$ cat src/rtl/abcd_vector_sequencer.sv
// rtl/abcd_vector_sequencer.sv - sweeps the 16 {A,B,C,D} input codes with a programmable hold time
//
// Purpose: stimulus generator for the combinational E,F stage. A start
// launches one sweep of all 16 input codes in binary or Gray order. Each code
// is held for HOLD_CYCLES clocks. A sample strobe marks the last cycle of each
// hold window, and done pulses once after the final code.
//
// Ports:
//   clock      rising-edge clock
//   reset_b    asynchronous active-low reset
//   start      launches a sweep when the sequencer is not running
//   mode       sweep order, 0 = binary, 1 = Gray; captured when start is accepted
//   A,B,C,D    registered stimulus bits, A is the MSB of the code
//   index      sweep position 0..15 of the applied code
//   vec_valid  high while a sweep code is driven on A..D
//   sample     high in the last hold cycle of each code
//   busy       high while sweeping
//   done       one-cycle pulse after the last code completes
module abcd_vector_sequencer #(
    parameter int HOLD_CYCLES = 10
) (
    input  logic       clock,
    input  logic       reset_b,
    input  logic       start,
    input  logic       mode,
    output logic       A,
    output logic       B,
    output logic       C,
    output logic       D,
    output logic [3:0] index,
    output logic       vec_valid,
    output logic       sample,
    output logic       busy,
    output logic       done
);

    // The counter only has to reach HOLD_CYCLES-1, so H=256 fits in 8 bits.
    localparam int HW = (HOLD_CYCLES > 2) ? $clog2(HOLD_CYCLES) : 1;
    localparam logic [HW-1:0] HOLD_LAST = HW'(HOLD_CYCLES - 1);
    localparam logic [HW-1:0] HOLD_ONE  = HW'(1);
    // With a one-cycle hold, every RUN cycle is also the sample cycle.
    localparam logic SINGLE = (HOLD_CYCLES == 1);

    typedef enum logic [1:0] {
        S_IDLE,
        S_RUN,
        S_FINISH
    } state_t;

    state_t        state;
    logic [HW-1:0] hold_cnt;
    logic          mode_q;

    function automatic logic [3:0] code_of(input logic [3:0] idx, input logic gray);
        return gray ? (idx ^ (idx >> 1)) : idx;
    endfunction

    always_ff @(posedge clock or negedge reset_b) begin
        if (!reset_b) begin
            state        <= S_IDLE;
            hold_cnt     <= '0;
            mode_q       <= 1'b0;
            {A, B, C, D} <= 4'd0;
            index        <= 4'd0;
            vec_valid    <= 1'b0;
            sample       <= 1'b0;
            busy         <= 1'b0;
            done         <= 1'b0;
        end else begin
            case (state)
                S_RUN: begin
                    if (hold_cnt == HOLD_LAST) begin
                        if (index != 4'd15) begin
                            index        <= index + 4'd1;
                            hold_cnt     <= '0;
                            {A, B, C, D} <= code_of(index + 4'd1, mode_q);
                            sample       <= SINGLE;
                        end else begin
                            state        <= S_FINISH;
                            hold_cnt     <= '0;
                            index        <= 4'd0;
                            {A, B, C, D} <= 4'd0;
                            vec_valid    <= 1'b0;
                            sample       <= 1'b0;
                            busy         <= 1'b0;
                            done         <= 1'b1;
                        end
                    end else begin
                        hold_cnt <= hold_cnt + HOLD_ONE;
                        // sample is registered, so it is raised as the counter
                        // moves onto its last value.
                        sample   <= ((hold_cnt + HOLD_ONE) == HOLD_LAST);
                    end
                end
                default: begin
                    // IDLE and FINISH both accept start. A start held high
                    // through FINISH is taken on the edge that would otherwise
                    // return to IDLE, so back-to-back sweeps have no gap cycle.
                    done <= 1'b0;
                    if (start) begin
                        state        <= S_RUN;
                        index        <= 4'd0;
                        hold_cnt     <= '0;
                        mode_q       <= mode;
                        {A, B, C, D} <= 4'd0;
                        vec_valid    <= 1'b1;
                        sample       <= SINGLE;
                        busy         <= 1'b1;
                    end else begin
                        state <= S_IDLE;
                    end
                end
            endcase
        end
    end

endmodule

$ cat config.mk
export PLATFORM = sky130hd
export DESIGN_NAME = abcd_vector_sequencer
export DESIGN_NICKNAME = d
export VERILOG_FILES = /design/src/rtl/abcd_vector_sequencer.sv
export SDC_FILE = /design/constraint.sdc
export NUM_CORES = 1
export LEC_CHECK = 0
export CAP_MARGIN = 25
export CELL_PAD_IN_SITES_DETAIL_PLACEMENT = 1
export CELL_PAD_IN_SITES_GLOBAL_PLACEMENT = 2
export CORE_MARGIN = 4
export CORE_UTILIZATION = 31
export DETAILED_ROUTE_END_ITERATION = 8
export PLACE_DENSITY = 0.84
export SYNTH_ARGS = -nofsm -noshare
export SYNTH_HDL_FRONTEND = slang
export SYNTH_SLANG_ARGS = --single-unit
$ cat constraint.sdc
create_clock -name clock -period 2 [get_ports clock]
set_clock_uncertainty 0.15 [all_clocks]
set_input_delay 0.2 -clock clock [delete_from_list [all_inputs] [get_ports clock]]
set_output_delay 0.2 -clock clock [all_outputs]
set_load 0.005 [all_outputs]
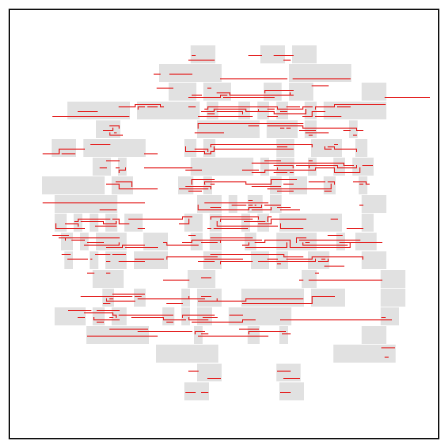
*M1 wires*
Cells faint in the background.
The longest straight run is 16.1 um. 104 nets have wire on it. The layer holds 46% of the routed length. The wires run mostly horizontal. The layer carries 944 um of wire.

==> CHANGELOG.md <==
### Changed

- Placed cell area: 1090 um^2
- Chip area in the Yosys report: 911 um^2
- Power Sequential: approximately 0.54 mW
- Yosys simple share: 18.3%
- Seq pwr share: a little under two fifths
- P_comb: 0.676 mW
- Hold Vio Cnt, Final: 0
- Clk slew on worst S/H paths: 0.10 ns
- Xor+xnor area frac: under 10%
- Routed vias/inst: 5.04
- Routed len/inst: 14.2 um
- I/O pin cnt: 16
- Vias in the first global route: 753
- Initial DRC Count: 16
- CP Capture Type: flop
- Met2 Wirelength: 991 um
- Syn Nets: 102
- Log Warnings: 28
- Outcome: finished, final reports clean
- Slowest cell delay on critical path: ~0.42 ns
- First-pass GRT wire length: 3.59 mm
- CLK BUF: 4
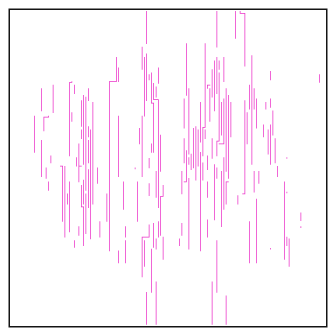
*The metal 2 layer*
The layer holds 49% of the routed length. 103 nets have wire on it. The wires run mostly vertical. The layer carries 991 um of wire. The longest straight run is 33.3 um.

## cell usage in the layout (no fill, tap or decap)
cell type        synthesis  final
clkbuf_4                 0      3
o22ai_1                  1      1
o21ai_2                  1      1
xor2_1                   2      2
nand4_1                  1      1
a21oi_1                  6      6
a21o_1                   1      1
ha_1                     4      4
clkbuf_8                 0      1
nor3_1                   2      2
nand2_4                  1      1
a32o_1                   1      1
o211ai_1                 1      1
o21ai_1                  5      5
dfrtp_1                 16     16
or3_1                    1      1
nand2b_4                 1      1
o41ai_2                  1      1
buf_4                    2      3
clkdlybuf4s50_1          0     15
o21ai_0                  6      6
nand3_1                  9      9
mux2_2                   2      2
xnor2_1                  2      2
nor2_1                   4      4
mux2i_1                  1      1
nand2b_1                 2      2
inv_1                    7      7
a21boi_1                 2      2
and3b_2                  1      1
o31ai_2                  1      1
nand2_1                  7      7
and2b_4                  1      1
## stage by stage
stage               std cells  hold slack [ns]  util (%)
floorplan                  94           -0.246         -
detailed placement        139            0.333      39.2
global placement          139            0.340      39.2
global route              143           0.0699      40.5
finish                    143           0.0647      40.5
CTS                       143           0.0711      40.5
## worst max-delay path by stage
stage | start | end | slack (ns) | cells past startpoint
3_5_place_dp | hold_cnt[1]$_DFFE_PN0N_ | A$_DFFE_PN0P_ | 0.31 | 6
6_report | hold_cnt[1]$_DFFE_PN0N_ | A$_DFFE_PN0P_ | 0.31 | 6
5_1_grt | hold_cnt[1]$_DFFE_PN0N_ | A$_DFFE_PN0P_ | 0.17 | 6
4_1_cts | hold_cnt[1]$_DFFE_PN0N_ | A$_DFFE_PN0P_ | 0.29 | 6
2_1_floorplan | index[0]$_DFFE_PN0P_ | B$_DFFE_PN0P_ | 0.44 | 5
3_3_place_gp | hold_cnt[1]$_DFFE_PN0N_ | A$_DFFE_PN0P_ | 0.38 | 6
Power is estimated from default activity; no workload was simulated.
